`src/rtl/ucode_sequencer.sv`:
```
// ucode_sequencer
//   Microcode sequencer. It holds the micro-program counter (upc), addresses an
//   external combinational microcode ROM and dispatches on the instruction
//   opcode. Every microinstruction runs one setup cycle (phase 0) and then one
//   or more M cycles (phase 1). Wait microinstructions stay in M until
//   mem_ready is seen.
//
// Ports
//   clk        rising-edge clock
//   reset      synchronous, active-low reset
//   instr      current instruction register (opcode source for DISPATCH)
//   cond_in    condition result, sampled in the completing cycle of a CJUMP
//   mem_ready  memory completion, honoured only in M of a wait microword
//   udata      ROM data for uaddr, valid in the same cycle
//   uaddr      ROM address (upc; forced to 0 while in reset)
//   ctrl       control field: level bits pass through, strobe bits are gated
//   mem_req    memory request (wait bit of the current microword)
//   phase      0 = setup, 1 = M (strobe) phase
//   ibound     setup phase at upc 0 (instruction boundary)
//
// Microword layout: [1:0] nxt, [2] wait, [UAW+2:3] target, [UW-1:UAW+3] ctrl.
module ucode_sequencer #(
    parameter int IW  = 16,
    parameter int OPW = 6,
    parameter int UAW = 8,
    parameter int UW  = 40,
    parameter logic [UW-UAW-4:0] STROBE_MASK = '1
) (
    input  logic                 clk,
    input  logic                 reset,
    input  logic [IW-1:0]        instr,
    input  logic                 cond_in,
    input  logic                 mem_ready,
    input  logic [UW-1:0]        udata,
    output logic [UAW-1:0]       uaddr,
    output logic [UW-UAW-4:0]    ctrl,
    output logic                 mem_req,
    output logic                 phase,
    output logic                 ibound
);

    localparam int CW = UW - UAW - 3;
    localparam int SW = UAW + OPW;

    localparam logic [1:0] NXT_SEQ      = 2'd0;
    localparam logic [1:0] NXT_DISPATCH = 2'd1;
    localparam logic [1:0] NXT_JUMP     = 2'd2;
    localparam logic [1:0] NXT_CJUMP    = 2'd3;

    localparam logic [0:0] PH_SETUP = 1'b0;
    localparam logic [0:0] PH_M     = 1'b1;

    logic [UAW-1:0] upc_reg;
    logic [UAW-1:0] upc_next;
    logic [0:0]     phase_reg;
    logic [0:0]     phase_next;

    // Microword fields
    logic [1:0]     u_nxt;
    logic           u_wait;
    logic [UAW-1:0] u_target;
    logic [CW-1:0]  u_ctrl;

    assign u_nxt    = udata[1:0];
    assign u_wait   = udata[2];
    assign u_target = udata[UAW+2:3];
    assign u_ctrl   = udata[UW-1:UAW+3];

    // Opcode: long form takes OPW bits below the form bit, short form takes
    // two bits zero-extended.
    logic [OPW-1:0] opcode;
    always_comb begin
        opcode = '0;
        if (instr[IW-1]) begin
            opcode = instr[IW-2 -: OPW];
        end else begin
            opcode[1:0] = instr[IW-2 -: 2];
        end
    end

    // Operand bits of instr below the opcode are not decoded here.
    logic unused_instr_bits;
    assign unused_instr_bits = ^instr[IW-2-OPW:0];

    // Dispatch address: table base plus opcode, wrapped to the upc width.
    logic [SW-1:0]  dispatch_sum;
    logic [UAW-1:0] upc_inc;
    logic [UAW-1:0] next_addr;
    logic           unused_sum_hi;

    assign dispatch_sum  = SW'(u_target) + SW'(opcode);
    assign unused_sum_hi = ^dispatch_sum[SW-1:UAW];
    assign upc_inc       = upc_reg + UAW'(1);

    always_comb begin
        next_addr = upc_inc;
        case (u_nxt)
            NXT_SEQ:      next_addr = upc_inc;
            NXT_DISPATCH: next_addr = dispatch_sum[UAW-1:0];
            NXT_JUMP:     next_addr = u_target;
            NXT_CJUMP:    next_addr = cond_in ? u_target : upc_inc;
            default:      next_addr = upc_inc;
        endcase
    end

    // Reset is folded into the output gating so that in the very first
    // reset cycle (before the state has been cleared) nothing leaks out.
    logic in_m;
    logic complete;

    assign in_m     = reset && (phase_reg == PH_M);
    assign complete = in_m && (!u_wait || mem_ready);

    always_comb begin
        upc_next   = upc_reg;
        phase_next = phase_reg;
        if (phase_reg == PH_SETUP) begin
            // mem_ready is ignored in setup: M always follows.
            phase_next = PH_M;
        end else if (complete) begin
            upc_next   = next_addr;
            phase_next = PH_SETUP;
        end
    end

    always_ff @(posedge clk) begin
        if (!reset) begin
            upc_reg   <= '0;
            phase_reg <= PH_SETUP;
        end else begin
            upc_reg   <= upc_next;
            phase_reg <= phase_next;
        end
    end

    assign uaddr   = reset ? upc_reg : '0;
    assign phase   = in_m;
    assign ibound  = !in_m && (uaddr == '0);
    assign mem_req = reset && u_wait;

    // Strobe bits fire only in the completing cycle; level bits pass through.
    genvar gi;
    generate
        for (gi = 0; gi < CW; gi++) begin : g_ctrl
            if (STROBE_MASK[gi]) begin : g_strobe
                assign ctrl[gi] = u_ctrl[gi] && complete;
            end else begin : g_level
                assign ctrl[gi] = u_ctrl[gi];
            end
        end
    endgenerate

endmodule

```
`config.mk`:
```
export PLATFORM = sky130hd
export DESIGN_NAME = ucode_sequencer
export DESIGN_NICKNAME = d
export VERILOG_FILES = /design/src/rtl/ucode_sequencer.sv
export SDC_FILE = /design/constraint.sdc
export NUM_CORES = 1
export LEC_CHECK = 0
export CORE_MARGIN = 2
export CORE_UTILIZATION = 33
export DETAILED_ROUTE_END_ITERATION = 7
export GPL_ROUTABILITY_DRIVEN = 0
export PLACE_DENSITY = 0.81
export SLEW_MARGIN = 30
export SYNTH_ARGS = -nofsm -noshare
export SYNTH_HDL_FRONTEND = slang
export SYNTH_SLANG_ARGS = --single-unit
```
`constraint.sdc`:
```
create_clock -name clk -period 2.8 [get_ports clk]
set_input_delay 0.56 -clock clk [delete_from_list [all_inputs] [get_ports clk]]
set_output_delay 0.56 -clock clk [all_outputs]
set_load 0.005 [all_outputs]
```
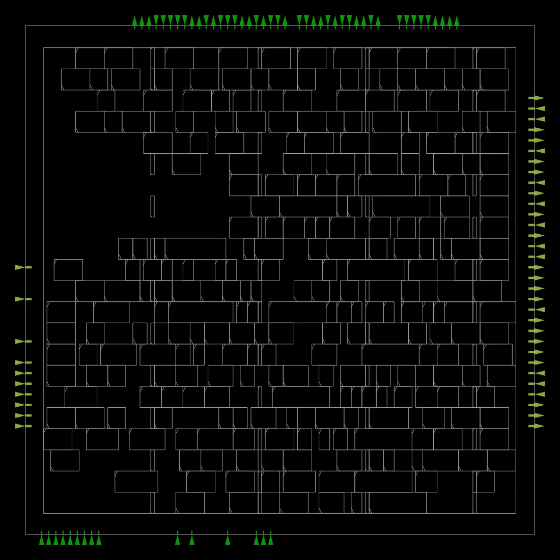
Run 1: placement view
number of cell rows: 22
post-layout util: 0.650
fill count: 343

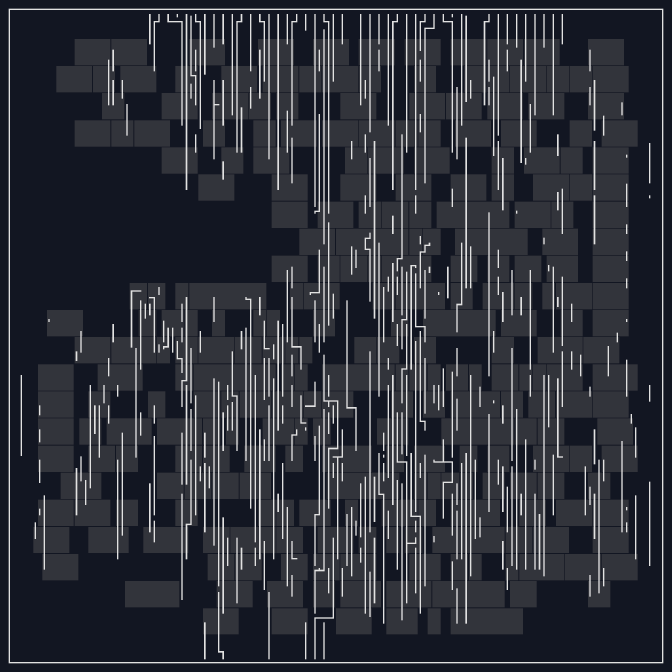
Run 1: M2 wires
Cells faint in the background.
nets with wire on the layer	284
main direction	vertical
share of all routed wire	51%
wire length on this layer	2,050 microns
longest straight run	21.4 microns

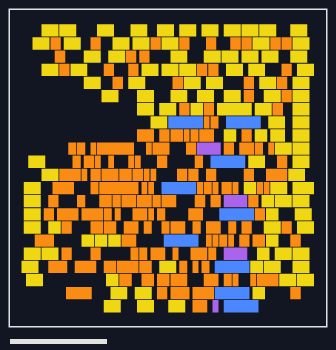
Run 1: cells coloured by class
The bar under the picture is 20 microns long.
colour	class	cells
yellow	remaining buffers and delay cells	106
purple	clock drivers and dummy loads	4
orange	remaining logic cells	154
blue	sequential cells	9
Design Area, Final: 0.00236 sq mm
area of the core: 0.00363 sq mm
Seq area share: 0.0763

==> GITHUB_STEP_SUMMARY, run 1 <==
## PnR job results

| Metric | Value |
|---|---|
| Aoi share | 0.217 |
| Clk ins delay skew pair | 240 ps |
| Final TNS setup | 0 ps |
| Num CTS Buffers | 3 |
| Setup repair bufs after CTS | 0 |
| Count of library flops with an enable pin | 0 |
| Post-placement cell area | 0.00230 sq mm |
| RR Endpoint | upc_reg[4] |
| Register area share after synthesis | 0.145 |
| Non-Filler Instances | 321 |
| DR WL met3 | 274 microns |
| Final ANT Viol Nets | 0 |
| Max Slew Vio Count | 0 |
| First-pass GRT wire length | 6.31 mm |
| Syn Std Cell Area | 0.00124 sq mm |
| Ys cells | 170 |
| Fa+ha+maj area frac | 0.0864 |
| GR Util All Layers | 0.183 |
| Hold-critical path endpoint | upc_reg[7] |
| Power per cell area | 265 mW/mm^2 |
| Post-synthesis simple-gate area fraction | 0.421 |
| Layout cells sized above 1 | 0.125 |
| Max_cap viols | 0 |
| Fin worst setup slack | 97.5 ps |
| DR WL met2 | 2.05 mm |
| Worst Path Max Fanout | 2 |
| Detail-routed net length per standard cell | 12.4 microns |
| H-tree depth | 1 |
| Yosys warns | 0 |
| RR Startpoint | upc_reg[0] |
| Die height | 65.4 microns |
| Number of flip-flops in the largest register | 8 |
| Arrival @ worst endpoint | 2800 ps |
| Met1 GRT Util | 0.217 |
| Buf/Inv on CP | 1 |
| Fin nets | 342 |
| Worst path top cell family by delay | multiplexers |
| Avg Synthesized Cell Area | 7.32 sq um |
| Syn Nets | 238 |
| Chip width | 65.4 microns |
| Root Driver | clkbuf_8 |
| Drt total wl | 3.98 mm |
| Leak Pwr | 0.967 nW |
| Cells after DPL | 317 |
| Number of OpenROAD warnings | 35 |
| Cells after Synth | 170 |
| Yosys Chip Area | 0.00124 sq mm |
| Metal1 wirelength | 1.65 mm |
| Top cell area share | 0.216 |
| TritonCTS clock tree | done |
| Dpl ws | -188 ps |
| # setup viols final | 0 |
| Most instantiated logic cell after routing | clkdlybuf4s50_1 |
| Crit. End Element | register |
| Peak VDD IR | 0.132 mV |
| CP Cell Sequence | clkdlybuf4s50_1 > mux2_2 > ha_2 > fa_2 > a211oi_2 > nor2_2 > o31ai_4 > mux2i_1 > o221ai_1 |
| Main flop type | dfxtp_1 |
| Register-to-Register Path Depth | 6 |
| DR DRC count | 0 |
| Port bufs | 90 |
| Netlist cell types | 42 |
| Flops after synth | 9 |
| Required @ worst endpoint | 2900 ps |
| Worst slew pin tran | 432 ps |
| Setup Crit Path Kind | in2reg |
| CTS Buffer Depth | 2 |
| Status | finished clean |
| Initial antenna violation count | 0 |
| Most frequent cells in the layout | clkdlybuf4s50_1 (88), and2_1 (43), nor2_1 (18) |
| Top non-seq family | simple AND/OR/NAND/NOR gates |
| Num ports | 100 |
| Top cells by area, synth | and2_1 (22%), dfxtp_1 (14%), ha_1 (7.0%) |
| Hold path depth | 2 |
| FP Util | 0.343 |
| Cell taking the most area after synthesis | and2_1 |
| Hold buffers post-CTS | 0 |
| Vias | 1,576 |
| Peak Freq | 0.370 GHz |
| Final hold violations | 0 |
| DRT Pass-1 Iters | 4 |
| N_diodes | 0 |
| Multiplexer share | 0.0593 |
| Cycle use final | 0.965 |
| Worst hold slack | 505 ps |
| Gr busiest metal | met2 |
| Highest metal layer with signal wires | met4 |
| CP max stage delay | 490 ps |
==> run 1: cells in the mapped netlist, types with 2 or more instances <==
cell      count
a211o_1       2
a211oi_1      3
a21o_1        2
a21oi_1       5
a31oi_1       2
and2_1       43
and3_1        2
buf_2         3
clkbuf_1      3
dfxtp_1       9
ha_1          7
mux2_2        3
mux2i_1       4
nand2_1       8
nand2b_1      4
nand3_1       7
nand3b_1      2
nand4_1       2
nor2_1       19
nor2b_1       2
o211ai_1      2
o21ai_0      11
o22a_1        2
o311ai_1      2
xor2_1        4
==> run 1: through the flow <==
step	util	total power [mW]
floorplan	-	0.296
global placement	0.633	0.462
detailed placement	0.633	0.470
CTS	0.645	0.623
global route	0.650	0.666
finish	0.650	0.626
==> run 1: final cells by class <==
cell class / count / area (sq um) / area share
Timing Repair Buffer: 106 / 1030 / 0.438
Inverter: 2 / 7.51 / 0.00318
Sequential cell: 9 / 180 / 0.0763
Multi-Input combinational cell: 152 / 1030 / 0.438
Clock buffer: 4 / 45.0 / 0.0191
Tap cell: 48 / 60.1 / 0.0254
==> run 1: worst min-delay path, stage by stage, from the launching register on <==
cell and delay (ps):
dfxtp_1 340, o21ai_1 70, o211ai_1 60
==> run 1: worst max-delay path by stage <==
stage | cells past startpoint | slack (ps) | to
after floorplan | 8 | 410 | upc_reg[6]
after global placement | 9 | -180 | upc_reg[6]
after detailed placement | 9 | -190 | upc_reg[6]
after CTS | 9 | 20 | upc_reg[6]
after global routing | 9 | -20 | upc_reg[6]
final | 9 | 100 | upc_reg[6]
==> run 1: power breakdown <==
part	switching (mW)	internal [mW]	total, mW
clock	0.0555	0.0996	0.155
sequential	0.0136	0.142	0.155
combinational	0.121	0.195	0.316
total	0.190	0.437	0.626
## Run 2: what changed since run 1
--- a/config.mk
+++ b/config.mk
@@ -5,6 +5,7 @@
 export SDC_FILE = /design/constraint.sdc
 export NUM_CORES = 1
 export LEC_CHECK = 0
+export CAP_MARGIN = 30
 export CORE_MARGIN = 2
 export CORE_UTILIZATION = 33
 export DETAILED_ROUTE_END_ITERATION = 7
==> constraint.sdc (replaced) <==
create_clock -name clk -period 2.8 [get_ports clk]
set_input_delay 0.28 -clock clk [delete_from_list [all_inputs] [get_ports clk]]
set_output_delay 0.28 -clock clk [all_outputs]
set_load 0.005 [all_outputs]
==> run 2 against run 1 <==
Net effect:
- total power fell by 4.6%
- combinational power is 8.2% lower
- cell count fell by 4.0%
- worst setup slack better by 180 ps
- routed wire length shrank 6.0%
- sequential cell count is the same
- highest routed layer unchanged
==> GITHUB_STEP_SUMMARY, run 2 <==
## PnR job results

| Metric | Value |
|---|---|
| Drt total wl | 3.75 mm (-6.0%) |
| Largest net degree at the start of global routing | 32 |
| Clock slew at reported path FFs | 40 ps |
| Synth async-reset ratio | 0 |
| Num CTS Buffers | 3 (unchanged) |
| Cell taking the most area after synthesis | and2_1 |
| Layout cells sized above 1 | 0.0654 (-0.0592) |
| Peak Freq | 0.396 GHz (+7.0%) |
| Top cells by area, synth | and2_1 (22%), dfxtp_1 (14%), ha_1 (7.0%) |
| DR DRC count | 0 (unchanged) |
| CP Capture Point | ctrl[7] |
| Aggregate global routing overflow | 0 |
| Count of library flops with an enable pin | 0 (unchanged) |
| CP max-delay cell | clkdlybuf4s50_1 |
| Stages on worst setup path | 5 (-4) |
| Count leader, synth | and2_1 |
| Gr busiest metal | met2 |
| Root Driver | clkbuf_8 |
| Die height | 65.4 microns (unchanged) |
| R2r setup slk | 1250 ps |
| Peak VDD IR | 0.146 mV (+11%) |
| Clock skew | 0.763 ps |
| Worst hold path type | reg2reg |
| Max_cap viols | 0 (unchanged) |
| Avg Synthesized Cell Area | 7.32 sq um (unchanged) |
| Arrival @ worst endpoint | 2250 ps (-550 ps) |
| Port bufs | 90 (unchanged) |
| First-pass GRT wire length | 5.87 mm (-6.9%) |
| 1st-iter DRT viols | 33 |
| Number of cell rows | 22 (unchanged) |
| Area Overhead vs Synth | 79.6% |
| Syn Nets | 238 (unchanged) |
| Slew HR | 0.714 |
| Max Slew Vio Count | 0 (unchanged) |
| GR Util All Layers | 0.173 (-0.0104) |
| Yosys Chip Area | 0.00124 sq mm (unchanged) |
| CP Cell Sequence | clkdlybuf4s50_1 > and2_1 > o21a_2 > and2_1 > clkdlybuf4s50_1 |
| Buf/Inv on CP | 2 (+1) |
| Register-to-Register Path Depth | 6 (unchanged) |
| Clk ins delay skew pair | 240 ps (about the same) |
| Highest metal layer with signal wires | met4 |
| Cells after Synth | 170 (unchanged) |
| Die footprint | 0.00428 sq mm |
| Crit. End Element | output port |
| Metal1 wirelength | 1.59 mm (-3.6%) |
| CTS-repair resized insts | 0 |
| Yosys warns | 0 (unchanged) |
| FP Util | 0.343 (unchanged) |
| Syn Std Cell Area | 0.00124 sq mm (unchanged) |
| Setup Crit Path Kind | in2out |
| Flops after synth | 9 (unchanged) |
| H-tree depth | 1 (unchanged) |
| Vias | 1,520 (-3.6%) |
| Met1 GRT Util | 0.200 (-0.0168) |
| Via density | 4.94 |
| N_diodes | 0 (unchanged) |
| Number of flip-flops in the largest register | 8 (unchanged) |
| Worst setup startpoint | reset |
| CTS sink cnt | 9 |
| TritonCTS clock tree | done |
| Final HPWL DP | 3.17 mm |
| RR Startpoint | upc_reg[0] |
| Ys cells | 170 (unchanged) |
| Required @ worst endpoint | 2520 ps (-380 ps) |
| Main flop type | dfxtp_1 |
| Worst Path Max Fanout | 31 (+29) |
| Vias in the first global route | 1,342 |
| Initial antenna violation count | 0 (unchanged) |
| Detail-routed net length per standard cell | 12.2 microns (-2.0%) |
| Worst slew pin tran | 427 ps (-4.60 ps) |
| RSZ-0062 raised after global routing | false |
| CTS Buffer Depth | 2 (unchanged) |
| Chip width | 65.4 microns (unchanged) |
| DR WL met3 | 257 microns (-6.2%) |
| Leak Pwr | 0.885 nW (-8.5%) |
| Final TNS setup | 0 ps (unchanged) |
| Tot Pwr | 598 uW (-4.6%) |
| # setup viols final | 0 (unchanged) |
| DR WL met2 | 1.88 mm (-8.4%) |
| Cycle use final | 0.902 (-0.0629) |
| RR Endpoint | upc_reg[4] |
| Met2 global-route usage | 0.319 |
| Final ANT Viol Nets | 0 (unchanged) |
| DRT Pass-1 Iters | 4 (unchanged) |
| Top cell area share | 0.216 (unchanged) |
| Final hold violations | 0 (unchanged) |
| Number of OpenROAD warnings | 35 (unchanged) |
| Worst setup SP type | input port |
| Setup repair bufs after CTS | 0 (unchanged) |
| M3 GR Usage | 0.0342 |
| Post-layout min period | 2530 ps |
| Top cells by count, synth | and2_1 (43), nor2_1 (19), o21ai_0 (11) |
| Power per cell area | 267 mW/mm^2 (+0.77%) |
| Fin nets | 329 (-3.8%) |
| Num ports | 100 (unchanged) |
| Worst path top cell family by delay | buffers and inverters |
| Area of the core | 0.00363 sq mm (unchanged) |
| CP max stage delay | 620 ps (+130 ps) |
| Register area share after synthesis | 0.145 (unchanged) |
| Status | finished clean |
| Hold buffers post-CTS | 0 (unchanged) |
| Most frequent cells in the layout | clkdlybuf4s50_1 (90), and2_1 (43), nor2_1 (19) |
| Netlist cell types | 42 (unchanged) |
==> run 2: cell counts after synthesis <==
No cell type changed its count.
==> run 2: how the worst min path moves through the flow <==
stage / start / end / slack, ps / cells after the start
floorplan: upc_reg[7] / upc_reg[7] / 460 / 2
global placement: upc_reg[7] / upc_reg[7] / 480 / 2
detailed placement: upc_reg[7] / upc_reg[7] / 530 / 2
CTS: upc_reg[7] / upc_reg[7] / 530 / 2
global route: upc_reg[7] / upc_reg[7] / 580 / 2
finish: upc_reg[7] / upc_reg[7] / 520 / 2
==> run 2: stage by stage <==
stage               utilization  worst slack, ps  std cells  instance area (sq um)  hold WS (ps)
global route              0.615              104        308                   2240           580
global placement          0.603             83.2        304                   2190           481
detailed placement        0.603             52.1        304                   2190           526
CTS                       0.615              237        308                   2240           530
finish                    0.615              274        308                   2240           523
floorplan                     -              691        170                   1240           465
==> run 2: area by class of cell <==
class / count / area, sq um
sequential: 9 / 180
timing repair buffer: 93 / 923
inverter: 2 / 7.51
multi-input combinational: 152 / 1020
clock buffer: 4 / 45.0
fill: 337 / 1400
tap: 48 / 60.1
==> run 2: logic make-up after synthesis <==
| kind of cell | Yosys count | share of synthesized area |
|---|---|---|
| muxes | 7 | 0.0593 |
| xor gates and xnor gates | 5 | 0.0352 |
| buffers and inverters | 9 | 0.0362 |
| adders and majority gates | 8 | 0.0864 |
| AOI/OAI and AO/OA | 38 | 0.217 |
| DFF | 9 | 0.145 |
| and+or+nand+nor | 94 | 0.421 |
==> run 2: power breakdown <==
group / internal [mW] / switching, mW / leakage, nW
Combinational: 0.177 / 0.113 / 0.787
Sequential: 0.142 / 0.0131 / 0.0747
Clock: 0.0994 / 0.0535 / 0.0228
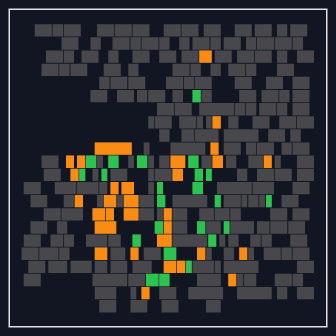
Run 2: logic cells by family
colour	family	cells	most used
orange	aoi and oai cells	31	o21ai_0
green	nand cells	23	nand2_1
combinational share of cell area: 0.456
most instantiated logic cell after routing: clkdlybuf4s50_1
Non-Filler Instances: 308

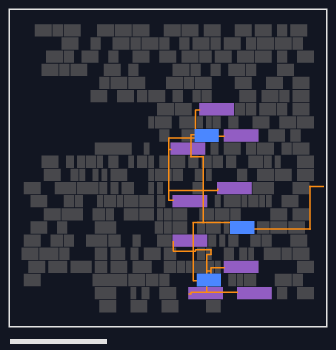
Run 2: clock distribution
The bar under the picture is 20 microns long.
[purple] flip-flops | count: 9
[orange] clock wires | length: 157 microns
[blue] clock-net drivers | count: 3
routed clock nets	4

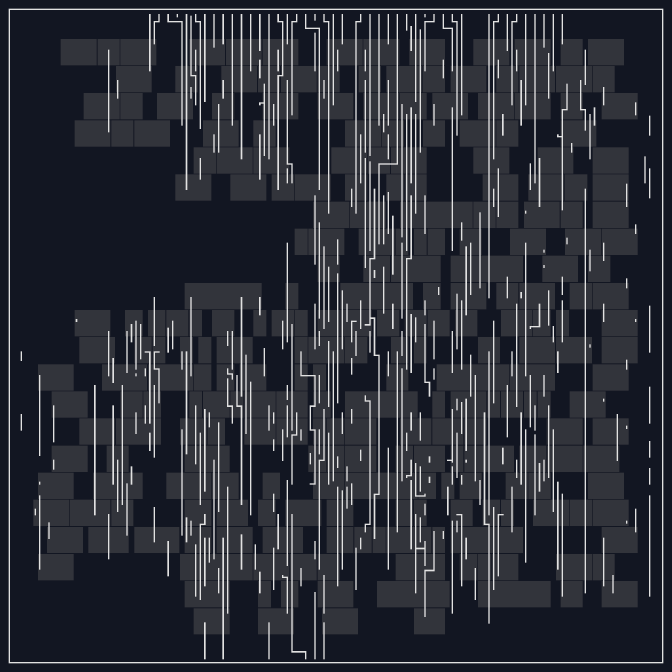
Run 2: M2 wires
Cells faint in the background.
nets with wire on the layer	272
main direction	vertical
longest straight run	40.5 microns
share of all routed wire	50%
wire length on this layer	1,880 microns

## Run 3: what changed since run 2
--- a/config.mk
+++ b/config.mk
@@ -10,7 +10,7 @@
 export CORE_UTILIZATION = 33
 export DETAILED_ROUTE_END_ITERATION = 7
 export GPL_ROUTABILITY_DRIVEN = 0
-export PLACE_DENSITY = 0.81
+export PLACE_DENSITY = 0.93
 export SLEW_MARGIN = 30
 export SYNTH_ARGS = -nofsm -noshare
 export SYNTH_HDL_FRONTEND = slang
==> run 3 against run 2 <==
Net effect:
- design area did not move
- critical path depth stayed put
- area after synthesis stayed put
- global-route usage up 0.29 points
- largest cell class unchanged
- critical path type unchanged
- largest power group unchanged
==> GITHUB_STEP_SUMMARY, run 3 <==
## PnR job results

| Metric | Value |
|---|---|
| First-pass GRT wire length | 6.04 mm (+2.8%) |
| Ys cells | 170 (unchanged) |
| Tot Pwr | 603 uW (+0.92%) |
| RR Startpoint | upc_reg[0] |
| Worst hold path type | reg2reg |
| Worst path top cell family by delay | buffers and inverters |
| DR DRC count | 0 (unchanged) |
| Avg Synthesized Cell Area | 7.32 sq um (unchanged) |
| Worst slew pin tran | 435 ps (+7.78 ps) |
| Crit. End Element | output port |
| Yosys Chip Area | 0.00124 sq mm (unchanged) |
| Hold buffers post-CTS | 0 (unchanged) |
| Final hold violations | 0 (unchanged) |
| Netlist cell types | 42 (unchanged) |
| Post-layout min period | 2540 ps (+15.4 ps) |
| CTS sink cnt | 9 (unchanged) |
| Register area share after synthesis | 0.145 (unchanged) |
| CP Cell Sequence | clkdlybuf4s50_1 > and2_1 > o21a_2 > and2_1 > clkdlybuf4s50_1 |
| Count leader, synth | and2_1 |
| Final HPWL DP | 3.14 mm (-0.94%) |
| Initial antenna violation count | 0 (unchanged) |
| Arrival @ worst endpoint | 2260 ps (about the same) |
| H-tree depth | 1 (unchanged) |
| Max_cap viols | 0 (unchanged) |
| Peak Freq | 0.393 GHz (-0.61%) |
| CP max stage delay | 610 ps (about the same) |
| Vias in the first global route | 1,364 (+1.6%) |
| Main flop type | dfxtp_1 |
| Count of library flops with an enable pin | 0 (unchanged) |
| Cells after Synth | 170 (unchanged) |
| Fill count | 344 (+2.1%) |
| Yosys warns | 0 (unchanged) |
| Syn Nets | 238 (unchanged) |
| DRT Pass-1 Iters | 4 (unchanged) |
| Die height | 65.4 microns (unchanged) |
| Buf/Inv on CP | 2 (unchanged) |
| Root Driver | clkbuf_8 |
| Seq. cell area | 180 sq um (unchanged) |
| Worst Path Max Fanout | 31 (unchanged) |
| Hold path depth | 2 (unchanged) |
| Dpl ws | 49.2 ps (-2.95 ps) |
| Hold-critical path endpoint | upc_reg[7] |
| Number of flip-flops in the largest register | 8 (unchanged) |
| Setup repair bufs after CTS | 0 (unchanged) |
| Cycle use final | 0.908 (+0.00550) |
| Slew HR | 0.710 (-0.00429) |
| Register-to-Register Path Depth | 6 (unchanged) |
| Top cells by count, synth | and2_1 (43), nor2_1 (19), o21ai_0 (11) |
| Setup Crit Path Kind | in2out |
| Most frequent cells in the layout | clkdlybuf4s50_1 (90), and2_1 (43), nor2_1 (19) |
| Final ANT Viol Nets | 0 (unchanged) |
| Top cell area share | 0.216 (unchanged) |
| Area of the core | 0.00363 sq mm (unchanged) |
| N_diodes | 0 (unchanged) |
| Syn Std Cell Area | 0.00124 sq mm (unchanged) |
| Final TNS setup | 0 ps (unchanged) |
| Synth async-reset ratio | 0 (unchanged) |
| Most instantiated logic cell after routing | clkdlybuf4s50_1 |
| Area Overhead vs Synth | 79.6% (unchanged) |
| TritonCTS clock tree | done |
| 1st-iter DRT viols | 73 (+120%) |
| Layout cells sized above 1 | 0.0654 (unchanged) |
| Required @ worst endpoint | 2520 ps (about the same) |
| Leak Pwr | 0.885 nW (unchanged) |
| Vias | 1,514 (-0.39%) |
| Max Slew Vio Count | 0 (unchanged) |
| Worst setup startpoint | reset |
| # setup viols final | 0 (unchanged) |
| FP Util | 0.343 (unchanged) |
| Fin nets | 329 (unchanged) |
| Worst setup SP type | input port |
| Top cells by area, synth | and2_1 (22%), dfxtp_1 (14%), ha_1 (7.0%) |
| Multi-input logic area | 0.00102 sq mm (unchanged) |
| Num CTS Buffers | 3 (unchanged) |
| Aggregate global routing overflow | 0 (unchanged) |
| Peak VDD IR | 0.147 mV (+0.89%) |
| Power per cell area | 270 mW/mm^2 (+0.92%) |
| Chip width | 65.4 microns (unchanged) |
| Fin worst setup slack | 258 ps (-15.4 ps) |
| Detail-routed net length per standard cell | 12.2 microns (+0.64%) |
| RR Endpoint | upc_reg[4] |
| Status | finished clean |
| R2r setup slk | 1210 ps (-40 ps) |
| Number of cell rows | 22 (unchanged) |
| Number of OpenROAD warnings | 35 (unchanged) |
| RSZ-0062 raised after global routing | false |
| CTS Buffer Depth | 2 (unchanged) |
| Largest net degree at the start of global routing | 32 (unchanged) |
| Num ports | 100 (unchanged) |
| GR Util All Layers | 0.175 (+0.00288) |
| Via density | 4.92 (-0.39%) |
| Flops after synth | 9 (unchanged) |
| Cell taking the most area after synthesis | and2_1 |
| Hold path startpoint | upc_reg[7] |
| CP max-delay cell | clkdlybuf4s50_1 |
| CTS-repair resized insts | 0 (unchanged) |
| Drt total wl | 3.77 mm (+0.64%) |
| Port bufs | 90 (unchanged) |
| Die footprint | 0.00428 sq mm (unchanged) |
| Clock slew at reported path FFs | 50 ps (about the same) |
run 3: cell counts in the layout (fill, tap and decap cells not counted):
Identical to the previous run, type by type.
run 3: worst max path at each step:
stage	endpoint	slack, ps	cells past startpoint
3_5_place_dp	upc_reg[6]	50	9
5_1_grt	ctrl[3]	60	5
2_1_floorplan	upc_reg[6]	690	8
3_3_place_gp	upc_reg[6]	90	9
6_report	ctrl[4]	260	5
4_1_cts	ctrl[10]	220	5
run 3: cells by family after synthesis:
family | count (synthesis) | share of synthesized area
buffers and inverters | 9 | 0.0362
multiplexers | 7 | 0.0593
XOR/XNOR | 5 | 0.0352
flip-flops | 9 | 0.145
adder cells (fa/ha/maj) | 8 | 0.0864
AND-OR/OR-AND | 38 | 0.217
AND/OR/NAND/NOR | 94 | 0.421
run 3: per-layer routing:
layer,GRT usage,share of wire
met1,0.213,0.43
met5,0,0
met4,0.0703,0.012
met2,0.313,0.51
met3,0.0205,0.048
run 3: stage by stage:
step | cells | cell area (sq um) | hold WS (ps) | utilization
5_1_grt | 308 | 2240 | 558 | 0.615
4_1_cts | 308 | 2240 | 508 | 0.615
6_report | 308 | 2240 | 517 | 0.615
3_5_place_dp | 304 | 2190 | 497 | 0.603
3_3_place_gp | 304 | 2190 | 481 | 0.603
2_1_floorplan | 170 | 1240 | 465 | -
run 3: area by class of cell:
class / count / area share
multi-input cells: 152 / 0.456
inverters: 2 / 0.00336
clock buffers: 4 / 0.0201
flip-flops and latches: 9 / 0.0806
repair buffers: 93 / 0.413
well taps: 48 / 0.0269
run 3: report_power, final:
group | internal, mW | switching [mW] | leakage (nW)
logic | 0.177 | 0.113 | 0.787
clock network | 0.0997 | 0.0576 | 0.0228
registers | 0.142 | 0.0140 | 0.0747
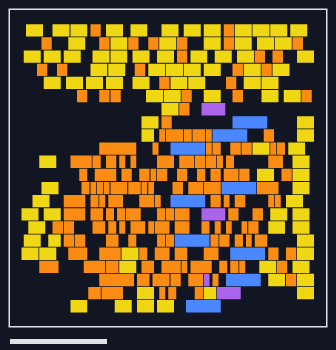
Run 3: cells coloured by class
The bar under the picture is 20 microns long.
colour	class	cells
orange	remaining logic cells	154
blue	sequential cells	9
yellow	remaining buffers and delay cells	93
purple	clock drivers and dummy loads	4

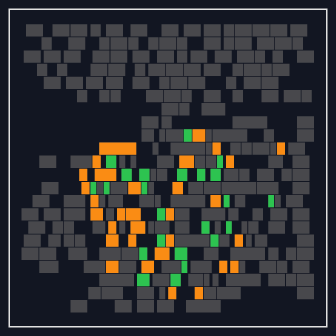
Run 3: logic cells by family
colour	family	cells	most used
green	nand cells	23	nand2_1
orange	aoi and oai cells	31	o21ai_0

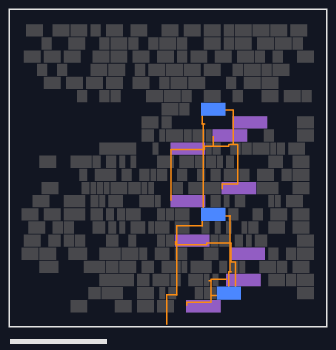
Run 3: clock distribution
The bar under the picture is 20 microns long.
[orange] clock wires | length: 170 microns
[purple] flip-flops | count: 9
[blue] clock-net drivers | count: 3
routed clock nets	4
clock power share: 0.261
clock skew: 0.647 ps
clk ins delay skew pair: 240 ps

Power figures rest on the tool's default switching activity, not on a simulated workload.
